**src/rtl/prompt_sequencer.sv**
```systemverilog
// Prompt sequencer: appends codes, plays them back, then checks user echo.
// Define PROMPT_SEQUENCER_INPUT_TIMEOUT_EN to fail LISTEN after TIMEOUT_TICKS idle cycles.
module prompt_sequencer #(
  parameter int DEPTH         = 16,
  parameter int ON_TICKS      = 50000000,
  parameter int GAP_TICKS     = 12500000,
  parameter int TIMEOUT_TICKS = 250000000
) (
  input  logic                     clock,
  input  logic                     reset,
  input  logic                     start,
  input  logic [1:0]               new_code,
  input  logic                     replay,
  input  logic                     restart,
  input  logic                     user_valid,
  input  logic [1:0]               user_code,
  output logic [2:0]               prompt,
  output logic                     busy,
  output logic                     round_pass,
  output logic                     round_fail,
  output logic [$clog2(DEPTH):0]   length,
  output logic                     full
);

  localparam int AW   = $clog2(DEPTH);
  localparam int LW   = AW + 1;
  localparam int T1   = (ON_TICKS > GAP_TICKS) ? ON_TICKS : GAP_TICKS;
  localparam int TMAX = (TIMEOUT_TICKS > T1) ? TIMEOUT_TICKS : T1;
  localparam int CW   = $clog2(TMAX + 1);

  localparam logic [CW-1:0] ON_LAST  = CW'(ON_TICKS - 1);
  localparam logic [CW-1:0] GAP_LAST = CW'(GAP_TICKS - 1);
`ifdef PROMPT_SEQUENCER_INPUT_TIMEOUT_EN
  localparam logic [CW-1:0] TO_LAST  = CW'(TIMEOUT_TICKS - 1);
`endif

  typedef enum logic [2:0] {
    S_IDLE,
    S_APPEND,
    S_SHOW,
    S_GAP,
    S_LISTEN,
    S_PASS,
    S_FAIL
  } state_t;

  state_t          state_q, state_d;
  logic [LW-1:0]   len_q, len_d;
  logic [AW-1:0]   idx_q, idx_d;
  logic [CW-1:0]   tick_q, tick_d;
  logic [1:0]      code_q, code_d;
  logic [2:0]      prompt_q, prompt_d;
  logic            busy_q, busy_d;
  logic            pass_q, pass_d;
  logic            fail_q, fail_d;
  logic            full_q, full_d;

  logic [1:0]      mem_q [DEPTH];
  logic            mem_we;
  logic            last;
  logic [1:0]      cur;

  assign last = ({1'b0, idx_q} == (len_q - LW'(1)));
  assign cur  = mem_q[idx_q];

  // State and datapath registers
  always_ff @(posedge clock or negedge reset) begin
    if (!reset) begin
      state_q  <= S_IDLE;
      len_q    <= '0;
      idx_q    <= '0;
      tick_q   <= '0;
      code_q   <= '0;
      prompt_q <= '0;
      busy_q   <= 1'b0;
      pass_q   <= 1'b0;
      fail_q   <= 1'b0;
      full_q   <= 1'b0;
    end else begin
      state_q  <= state_d;
      len_q    <= len_d;
      idx_q    <= idx_d;
      tick_q   <= tick_d;
      code_q   <= code_d;
      prompt_q <= prompt_d;
      busy_q   <= busy_d;
      pass_q   <= pass_d;
      fail_q   <= fail_d;
      full_q   <= full_d;
    end
  end

  // Sequence storage is intentionally not reset
  always_ff @(posedge clock) begin
    if (mem_we) begin
      mem_q[len_q[AW-1:0]] <= code_q;
    end
  end

  always_comb begin
    state_d = state_q;
    len_d   = len_q;
    idx_d   = idx_q;
    tick_d  = tick_q;
    code_d  = code_q;
    mem_we  = 1'b0;
    if (restart) begin
      state_d = S_IDLE;
      len_d   = '0;
      idx_d   = '0;
      tick_d  = '0;
    end else begin
      case (state_q)
        S_IDLE: begin
          if (start) begin
            code_d  = new_code;
            idx_d   = '0;
            tick_d  = '0;
            state_d = full_q ? S_SHOW : S_APPEND;
          end else if (replay && (len_q != '0)) begin
            idx_d   = '0;
            tick_d  = '0;
            state_d = S_SHOW;
          end
        end
        S_APPEND: begin
          mem_we  = 1'b1;
          len_d   = len_q + LW'(1);
          idx_d   = '0;
          tick_d  = '0;
          state_d = S_SHOW;
        end
        S_SHOW: begin
          if (tick_q == ON_LAST) begin
            tick_d  = '0;
            state_d = S_GAP;
          end else begin
            tick_d = tick_q + CW'(1);
          end
        end
        S_GAP: begin
          if (tick_q == GAP_LAST) begin
            tick_d = '0;
            if (last) begin
              idx_d   = '0;
              state_d = S_LISTEN;
            end else begin
              idx_d   = idx_q + AW'(1);
              state_d = S_SHOW;
            end
          end else begin
            tick_d = tick_q + CW'(1);
          end
        end
        S_LISTEN: begin
          if (user_valid) begin
            tick_d = '0;
            if (user_code != cur) begin
              state_d = S_FAIL;
            end else if (last) begin
              state_d = S_PASS;
            end else begin
              idx_d = idx_q + AW'(1);
            end
          end
`ifdef PROMPT_SEQUENCER_INPUT_TIMEOUT_EN
          else if (tick_q == TO_LAST) begin
            tick_d  = '0;
            state_d = S_FAIL;
          end else begin
            tick_d = tick_q + CW'(1);
          end
`endif
        end
        S_PASS, S_FAIL: begin
          idx_d   = '0;
          tick_d  = '0;
          state_d = S_IDLE;
        end
        default: begin
          state_d = S_IDLE;
        end
      endcase
    end
  end

  // Prompt lags the SHOW state by one cycle; restart blanks it at once
  always_comb begin
    busy_d   = (state_d != S_IDLE);
    pass_d   = (state_d == S_PASS);
    fail_d   = (state_d == S_FAIL);
    full_d   = (len_d == LW'(DEPTH));
    prompt_d = 3'd0;
    if ((state_q == S_SHOW) && !restart) begin
      prompt_d = {1'b0, cur} + 3'd1;
    end
  end

  assign prompt     = prompt_q;
  assign busy       = busy_q;
  assign round_pass = pass_q;
  assign round_fail = fail_q;
  assign length     = len_q;
  assign full       = full_q;

endmodule

```
**config.mk**
```make
export PLATFORM = sky130hd
export DESIGN_NAME = prompt_sequencer
export DESIGN_NICKNAME = d
export VERILOG_FILES = /design/src/rtl/prompt_sequencer.sv
export SDC_FILE = /design/constraint.sdc
export NUM_CORES = 1
export LEC_CHECK = 0
export CAP_MARGIN = 40
export CORE_ASPECT_RATIO = 1.25
export CORE_MARGIN = 2
export CORE_UTILIZATION = 30
export CTS_CLUSTER_SIZE = 16
export DETAILED_ROUTE_END_ITERATION = 10
export PLACE_DENSITY_LB_ADDON = 0.15
export SLEW_MARGIN = 20
export SYNTH_ARGS = -nofsm -noshare
export SYNTH_HDL_FRONTEND = slang
export SYNTH_SLANG_ARGS = --single-unit
```
**constraint.sdc**
```tcl
create_clock -name clock -period 2.9 [get_ports clock]
set_input_delay 0.435 -clock clock [delete_from_list [all_inputs] [get_ports clock]]
set_output_delay 0.435 -clock clock [all_outputs]
set_load 0.02 [all_outputs]
```
Figure 1. Close-up of the layout (run 1).
Region (43, 56) to (68, 81) um. Cells in grey, sequential cells in the stronger grey; small squares are vias.
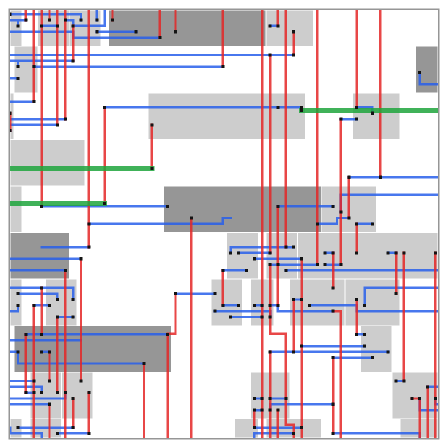
met1: marked blue. met3: marked green. met2: marked red.
Sequential cells in the window: 3. 24 logic cells have their middle in the window. Most frequent: o21ai_0 (6), xnor2_1 (3), dfrtp_1 (3). Netlist names of flops here include `tick_q` (2), `full` (1).

Figure 2. Clock network drawn from the DEF (run 1).
Scale: 4 px per um.
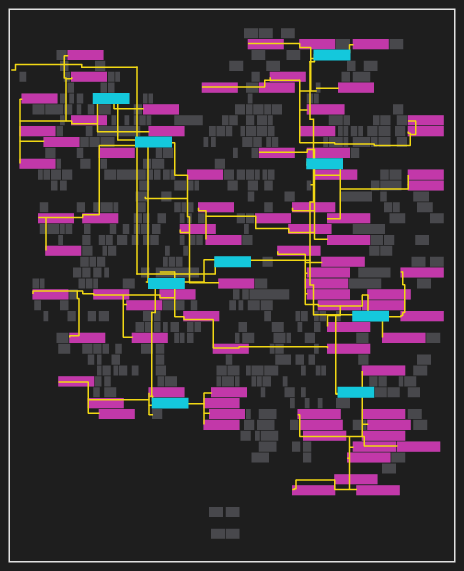
clock wires: marked yellow, length 1,180 um. cells driving clock nets: marked cyan, count 9. flip-flops: marked magenta, count 81.
There are 10 routed clock nets. Position of the flops: widely spread.
P_clk: 1.21 mW
Clock Power Share: 0.445
worst skew pair latency: 0.34 ns

Figure 3. Cell classes on the final placement (run 1).
Scale: 3 px per um. Fill, decap, tap and diode cells in grey.
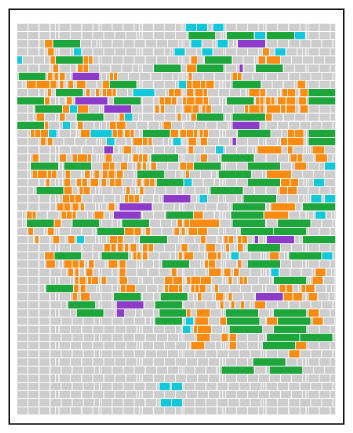
flip-flops: marked green, cells 81. other buffers and delay cells: marked cyan, cells 39. clock drivers and dummy loads: marked purple, cells 16. all other logic: marked orange, cells 315.
FP Rows: 48
post-route cell area: 5090 um2

==> flow_metrics.py, run 1 <==
# Flow results
metrics = {
    "run_status": {
        "outcome": "finished clean",
    },
    "timing": {
        "setup_viol_count_final": 0,
        "rsz0062_at_grt": "no",
        "hold_ws_ns": 0.0533,
        "setup_ws_ns": 0.217,
        "hold_violations": 0,
        "final_max_slew_viol_count": 0,
        "worst_pin_slew_ns": 0.652,
        "max_freq_mhz": 373,
        "tns_ns": 0,
        "slew_headroom": 0.562,
        "clock_skew_ns": 0.00942,
        "timing.final.crit_share": 0.925,
    },
    "cells_and_area": {
        "fin_cells": 626,
        "lay_top_count": "dfrtp_1",
        "areaGrowthSynthToFinish_pct": 18.6,
        "nNetsFinal": 464,
        "diodes": 0,
        "lay_top_cells": "48 x dfrtp_1, 41 x o21ai_0, 35 x nand2_1, 33 x nor2_1, 32 x edfxtp_1",
        "n_fill_cell": 1383,
        "final_util": 0.367,
        "drive_above_1_share": 0.106,
        "largest_reg_flops": 32,
    },
    "route": {
        "vias": 3271,
        "drt_wl_total_um": 10800,
        "vias_per_cell": 5.23,
        "drc": 0,
        "dr.pass1.iters": 4,
        "wl_per_cell_um": 17.2,
        "met1Wirelength_um": 4910,
        "initialDrtViolationCount": 173,
        "final_antenna_net_count": 0,
        "met3_length_um": 176,
    },
    "yosys": {
        "yosysTopAreaCell": "dfrtp_1",
        "synthCells": 417,
        "synthAoiAreaFrac": 0.157,
        "fp_nets": 435,
        "synth_cell_types": 55,
        "synth.cellmix.adderShare": 0.0233,
        "syn_area_um2": 4290,
        "yosys.stat.chipArea_um2": 4290,
        "simple_gate_area_frac": 0.204,
        "ys_cells": 417,
        "synthArstFlopShare": 0.605,
        "ys_seq_elements": 81,
        "synth-edff-count": 32,
        "top_logic_kind": "simple AND/OR/NAND/NOR gates",
        "avgSynthCellArea_um2": 10.3,
        "synth_top_area_share": 0.286,
        "topCellsByArea": "dfrtp_1 29%, edfxtp_1 22%, o21ai_0 4.9%",
        "yosysWarnings": 0,
        "synthFlopType": "dfrtp_1",
        "ys_sh_mux": 0.0522,
        "ys_sh_xor": 0.0224,
        "synth-seq-area-share": 0.510,
    },
    "pwr": {
        "p_total_mw": 2.73,
        "maxPowerGroup": "registers",
        "comb_power_uw": 226,
        "vdd_drop_max_v": 0.000311,
        "power.share.switching": 0.233,
        "power.switching_uw": 637,
        "seq_power_mw": 1.29,
        "p_leak_nw": 1.85,
        "internal_power_mw": 2.09,
        "powerDensity_nw_per_um2": 536,
        "seqPwrFrac": 0.472,
        "power_frac_comb": 0.083,
    },
    "worst_hold_path": {
        "hold_path_class": "in2async",
    },
    "clock_network": {
        "postCtsHoldBufs": 0,
        "cts_resized": 0,
        "cts_setup_buffers": 0,
        "cts_buffer_depth": 2,
        "cts_root_buf": "clkbuf_16",
        "clock_sinks": 81,
        "clk_pin_slew_ns": 0.06,
        "cts_max_level": 3,
        "cts_made_buffers": 9,
        "cts_tree": "built",
    },
    "critical_path": {
        "crit_path_cell_trace": "buf_4 > mux2i_1 > a221oi_1 > a22o_1 > or3_4 > a22o_1 > o22ai_1 > and3b_1",
        "endpoint": "round_fail",
        "r2r_start": "idx_q[0]",
        "critPathMaxStageDelay_ns": 0.51,
        "path_depth": 8,
        "rr_worst_depth": 8,
        "end_kind": "flip-flop",
        "crit_family": "AND-OR/OR-AND gates",
        "critPathBufInv": 1,
        "slowest_stage": "dfrtp_2",
        "worstReg2RegEnd": "round_fail",
        "required_ns": 3.14,
        "arrival_ns": 2.92,
        "critical_path.most_common_cell": "a22o_1",
        "start_kind": "flip-flop",
        "critPathLaunch": "idx_q[0]",
    },
    "global_routing": {
        "antenna_found_initial": 0,
        "global_route.usage.met2": 0.260,
        "overflow": 0,
        "grtUsageMet3": 0.0238,
        "grtUsageTotal": 0.148,
        "grt_max_degree": 32,
        "grt-busiest-layer": "met2",
        "grt_pass1_wl_um": 17300,
        "grt_pass1_vias": 3158,
    },
    "floorplanning": {
        "fp.dieW_um": 111,
        "die_h_um": 138,
        "fp_util": 0.309,
        "num_io_pins": 22,
        "core_region_area_um2": 13900,
        "die_area_um2": 15300,
    },
    "job": {
        "openroad.warnings": 30,
        "cap_violations": 0,
    },
    "place": {
        "gp_congestion": 0.804,
        "dp_slack_ns": 0.0375,
        "placed_area_um2": 4770,
        "portBuffers": 21,
        "dp_cells": 610,
    },
}
run 1: cells in the mapped netlist, types with 7 or more instances:
library cell,n
nand3_1,14
nor3_1,18
ha_1,8
o31ai_1,9
inv_1,8
nand2_1,35
o21ai_0,42
edfxtp_1,32
mux2i_1,10
clkbuf_1,11
nand4_1,11
dfrtp_1,49
nor2_1,33
and2_1,14
xnor2_1,8
a21oi_1,10
nor2b_1,7
run 1: area by class of cell:
cell class / instances / area [um2] / area share
Clock buffer: 11 / 233 / 0.0457
Clock inverter: 5 / 80.1 / 0.0157
Inverter: 8 / 30.0 / 0.00590
Multi-Input combinational cell: 307 / 1970 / 0.388
Sequential cell: 81 / 2190 / 0.430
Tap cell: 175 / 219 / 0.0430
Timing Repair Buffer: 39 / 365 / 0.0718
Figure 4. Cell area per tile (run 1).
Scale: 2 px per um. 11 x 14 tiles, from black (low) to pale yellow (high), 0 to 100% covered.
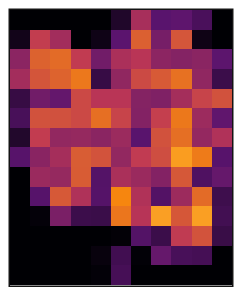

## Run 2: what changed since run 1
- ABC_AREA: default -> 1
Figure 5. Cell area per tile (run 2).
Scale: 2 px per um. 12 x 15 tiles, from black (low) to pale yellow (high), 0 to 100% covered.
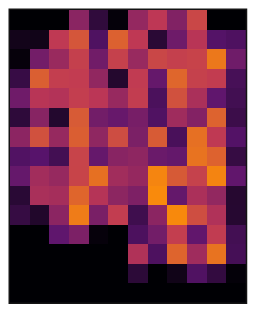
The mean over all tiles is 31%. 21% of the tiles are nearly empty. The fullest tile reaches 75%. The emptiest ninth of the die: bottom left.

==> run 2 against run 1 <==
Cell area up 10%. First-iteration DRC count up 30%. Global-route usage up 1.2 points. Combinational power up 46%. Count of clock-buffer cells in the layout down 2. Total power up 4.6%. Non-clock buffer count down 10. Via count up 26%. Critical path depth up 4. Synthesized cell count up 50%. Area after synthesis up 13%. Maximum frequency up 17%. Critical endpoint is now busy. Largest cell class is now logic gates.
==> flow_metrics.py, run 2 <==
# Flow results
metrics = {
    "job": {
        "openroad.warnings": 30,
        "cap_violations": 0,
    },
    "yosys": {
        "yosys.stat.chipArea_um2": 4860,
        "ys_sh_xor": 0.0361,
        "yosysWarnings": 0,
        "top_logic_kind": "simple AND/OR/NAND/NOR gates",
        "synthCells": 626,
        "syn_area_um2": 4860,
        "synth.cellmix.adderShare": 0.0206,
        "simple_gate_area_frac": 0.343,
        "ys_cells": 626,
        "synthArstFlopShare": 0.605,
        "synth-edff-count": 32,
        "synth_cell_types": 39,
    },
    "route": {
        "wl_per_cell_um": 15.0,
        "met3_length_um": 293,
        "drc": 0,
        "vias_per_cell": 4.72,
        "dr.pass1.iters": 4,
        "drt_wl_total_um": 13100,
        "met1Wirelength_um": 5400,
    },
    "floorplanning": {
        "rows": 52,
        "core_region_area_um2": 16000,
        "die_h_um": 146,
        "fp_util": 0.304,
        "die_area_um2": 17200,
        "fp.dieW_um": 118,
        "tapCellCount": 216,
    },
    "timing": {
        "hold_ws_ns": 0.0242,
        "setup_ws_ns": 0.606,
        "worst_pin_slew_ns": 0.590,
        "rsz0062_at_grt": "no",
        "tns_ns": 0,
        "setup_viol_count_final": 0,
        "slew_headroom": 0.607,
        "timing.final.crit_share": 0.791,
    },
    "clock_network": {
        "cts_tree": "built",
        "cts_resized": 0,
        "cts_setup_buffers": 0,
        "cts_max_level": 3,
        "cts_root_buf": "clkbuf_16",
        "clk_pin_slew_ns": 0.06,
        "postCtsHoldBufs": 0,
    },
    "pwr": {
        "power_frac_comb": 0.115,
        "internal_power_mw": 2.06,
        "seqPwrFrac": 0.466,
        "powerDensity_nw_per_um2": 508,
        "comb_power_uw": 329,
        "clkPwrFrac": 0.419,
        "power.share.switching": 0.277,
    },
    "run_status": {
        "outcome": "finished clean",
    },
    "critical_path": {
        "arrival_ns": 2.53,
        "start_kind": "flip-flop",
        "crit_family": "simple AND/OR/NAND/NOR gates",
        "crit_path_cell_trace": "ha_1 > nand2_1 > nor2_1 > nand4_1 > nor2_1 > nand3_1 > nand2_1 > nor2_1 > nor2_1 > nand2_1 > a21oi_1 > nand2_1",
        "end_kind": "flip-flop",
        "required_ns": 3.13,
    },
    "cells_and_area": {
        "buffers_excl_clock": 29,
        "inv_count": 78,
        "nClkBuffers": 9,
        "fin_cells": 875,
        "n_fill_cell": 1751,
        "final_util": 0.351,
        "logic_area_um2": 2290,
        "seq_share": 0.389,
        "lay_top_cells": "150 x nand2_1, 88 x nor2_1, 73 x inv_1, 49 x dfrtp_1",
        "ff_latch_area_um2": 2190,
        "largest_reg_flops": 32,
        "final_cell_area_um2": 5620,
        "nNetsFinal": 672,
        "biggestCellCategory": "logic gates",
        "comb_area_frac": 0.408,
    },
    "global_routing": {
        "grt_pass1_wl_um": 21600,
        "grt_max_degree": 32,
        "grt_pass1_vias": 4248,
        "grtUsageMet3": 0.0277,
    },
    "place": {
        "portBuffers": 21,
        "gp_congestion": 0.900,
    },
    "worst_hold_path": {
        "hold_path_class": "in2async",
    },
}
Figure 6. Clock routing (run 2).
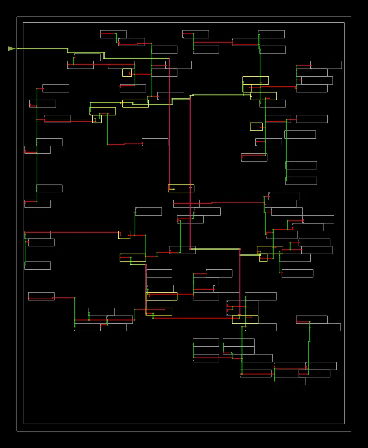
skew final: 0.00697 ns
# clock sinks: 81
flop count: 81
Inserted Clock Buffers: 9
worst skew pair latency: 0.35 ns

[run 2: netlist changes by cell type after synthesis, sizes merged, moves of 12 or more]
cell,delta
nand3,+26
xor2,+12
inv,+70
nand2,+133
nor3,+20
o21ai,-20
and2,-13
nor2,+64
[run 2: final timing paths]
path / from / to / slack (ns) / depth (start not counted)
min reg2reg: tick_q[3] / tick_q[3] / 0.52 / 1
min: reset / tick_q[3] / 0.02 / 1
min in group clock: tick_q[3] / tick_q[3] / 0.52 / 1
max: tick_q[0] / busy / 0.61 / 12
max in group asynchronous: reset / idx_q[1] / 2.11 / 2
max reg2reg: tick_q[0] / busy / 0.61 / 12
Figure 7. Close-up of the layout (run 2).
Region (46, 61) to (71, 86) um. Cells in grey, sequential cells in the stronger grey; small squares are vias.
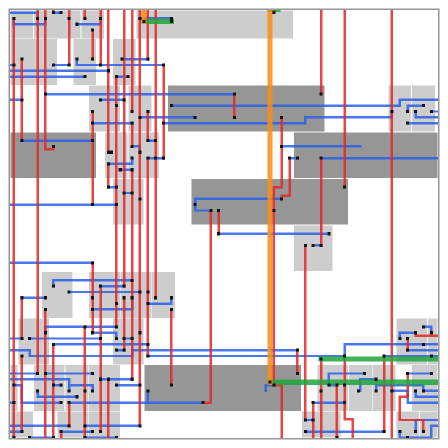

## Run 3: what changed since run 2
- clock period: 2.9 -> 2.4 ns (I/O delays scaled with it)
Figure 8. Close-up of the layout (run 3).
Region (46, 61) to (71, 86) um. Cells in grey, sequential cells in the stronger grey; small squares are vias.
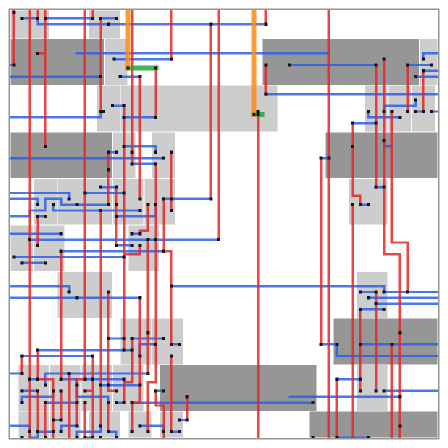
met2: marked red. met4: marked orange. met1: marked blue. met3: marked green.
Most frequent: nor3_1 (8), dfrtp_1 (7). 40 logic cells have their middle in the window. Netlist names of flops here include `length` (3), `tick_q` (3). Sequential cells in the window: 7.

==> run 3 against run 2 <==
Sequential share of layout area fell by 0.41 points. Flip-flop count did not move. Count of clock-buffer cells in the layout did not move. Core utilization rose by 0.38 points.
==> flow_metrics.py, run 3 <==
# Flow results
metrics = {
    "yosys": {
        "yosysWarnings": 0,
        "synthArstFlopShare": 0.605,
        "synthCells": 626,
        "synth_cell_types": 39,
        "ys_seq_elements": 81,
        "synthFlopType": "dfrtp_1",
        "yosys.stat.chipArea_um2": 4860,
        "ys_cells": 626,
        "syn_area_um2": 4860,
        "synth-edff-count": 32,
    },
    "global_routing": {
        "grt_pass1_wl_um": 21900,
        "grt_pass1_vias": 4198,
        "overflow": 0,
        "grt_max_degree": 50,
        "grtUsageMet3": 0.0277,
    },
    "cells_and_area": {
        "n_fill_cell": 1731,
        "final_util": 0.355,
        "nNetsFinal": 674,
        "ff_latch_area_um2": 2190,
        "largest_reg_flops": 32,
        "areaGrowthSynthToFinish_pct": 16.9,
        "final_cell_area_um2": 5680,
        "lay_top_cells": "150 x nand2_1, 88 x nor2_1, 73 x inv_1, 49 x dfrtp_1",
        "fin_cells": 877,
        "logic_area_um2": 2290,
    },
    "critical_path": {
        "endpoint": "tick_q[11]",
        "critPathLaunch": "length[0]",
        "required_ns": 2.63,
        "r2r_start": "length[0]",
        "worstReg2RegEnd": "tick_q[11]",
        "critPathMaxStageDelay_ns": 0.46,
        "rr_worst_depth": 13,
        "path_depth": 13,
        "start_kind": "flip-flop",
        "arrival_ns": 2.37,
        "end_kind": "flip-flop",
        "r2r_slack_ns": 0.26,
        "crit_path_cell_trace": "inv_1 > ha_1 > nand3_1 > nand2_1 > nand3_2 > o211ai_2 > buf_4 > nor2_4 > nand3_2 > nor2_2 > nand3_1 > nand2_1 > nor2_1",
        "crit_family": "simple AND/OR/NAND/NOR gates",
    },
    "timing": {
        "slew_headroom": 0.574,
        "timing.final.crit_share": 0.893,
        "hold_violations": 0,
        "setup_ws_ns": 0.257,
        "clock_skew_ns": 0.00568,
        "hold_ws_ns": 0.125,
        "tns_ns": 0,
        "setup_viol_count_final": 0,
        "worst_pin_slew_ns": 0.639,
        "min_period_ns": 2.14,
        "rsz0062_at_grt": "no",
    },
    "job": {
        "openroad.warnings": 30,
        "cap_violations": 0,
    },
    "pwr": {
        "comb_power_uw": 411,
        "clkPwrFrac": 0.439,
        "powerDensity_nw_per_um2": 634,
        "power.share.switching": 0.254,
        "internal_power_mw": 2.69,
        "power_frac_comb": 0.114,
        "seqPwrFrac": 0.447,
        "maxPowerGroup": "registers",
    },
    "clock_network": {
        "cts_max_level": 3,
        "cts_tree": "built",
        "cts_made_buffers": 9,
        "cts_root_buf": "clkbuf_16",
        "postCtsHoldBufs": 0,
        "cts_setup_buffers": 0,
        "worst_skew_pair.late_latency_ns": 0.34,
        "clock_sinks": 81,
        "clk_pin_slew_ns": 0.06,
        "cts_resized": 0,
    },
    "worst_hold_path": {
        "hold_path_class": "in2async",
    },
    "place": {
        "gp_congestion": 0.897,
        "dp_hpwl_um": 10500,
        "dp_slack_ns": 0.216,
        "dp_cells": 861,
        "portBuffers": 21,
    },
    "route": {
        "initialDrtViolationCount": 269,
        "met1Wirelength_um": 5360,
        "wl_per_cell_um": 15.3,
        "met3_length_um": 233,
        "dr.pass1.iters": 4,
        "drt_wl_total_um": 13400,
        "vias_per_cell": 4.71,
        "drc": 0,
    },
    "floorplanning": {
        "rows": 52,
        "fp.dieW_um": 118,
        "core_region_area_um2": 16000,
        "fp_util": 0.304,
        "die_area_um2": 17200,
        "die_h_um": 146,
    },
    "run_status": {
        "outcome": "finished clean",
    },
}
Figure 9. Clock network drawn from the DEF (run 3).
Scale: 4 px per um.
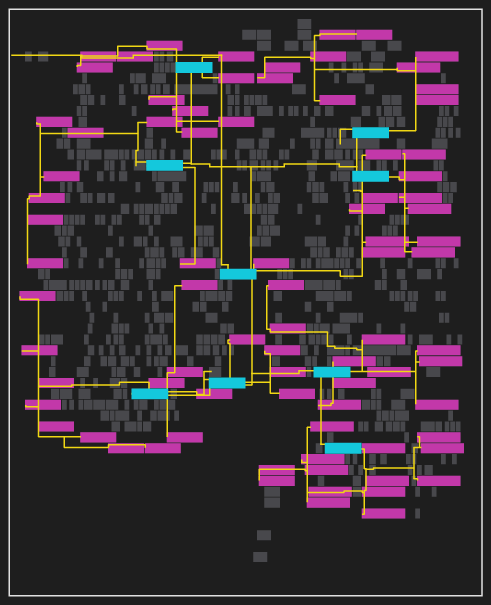
flip-flops: marked magenta, count 81. clock wires: marked yellow, length 1,180 um. cells driving clock nets: marked cyan, count 9.
Position of the flops: widely spread.

[run 3: kinds of logic (layout without fill, tap and decap cells)]
group / Yosys count / in the layout / share of synthesized area
DFF: 81 / 81 / 0.450
buffers and inverters: 90 / 125 / 0.0778
adders and majority gates: 8 / 8 / 0.0206
xor gates and xnor gates: 20 / 20 / 0.0361
AOI/OAI and AO/OA: 57 / 57 / 0.0680
muxes: 2 / 2 / 0.00464
and+or+nand+nor: 368 / 368 / 0.343
[run 3: cell type report]
| type | instances | share of cell area |
|---|---|---|
| well taps | 216 | 0.0476 |
| multi-input cells | 455 | 0.404 |
| flip-flops and latches | 81 | 0.385 |
| clock buffers | 9 | 0.0396 |
| clock inverters | 7 | 0.0209 |
| repair buffers | 31 | 0.0515 |
| inverters | 78 | 0.0515 |
Power and IR drop assume default switching activity.
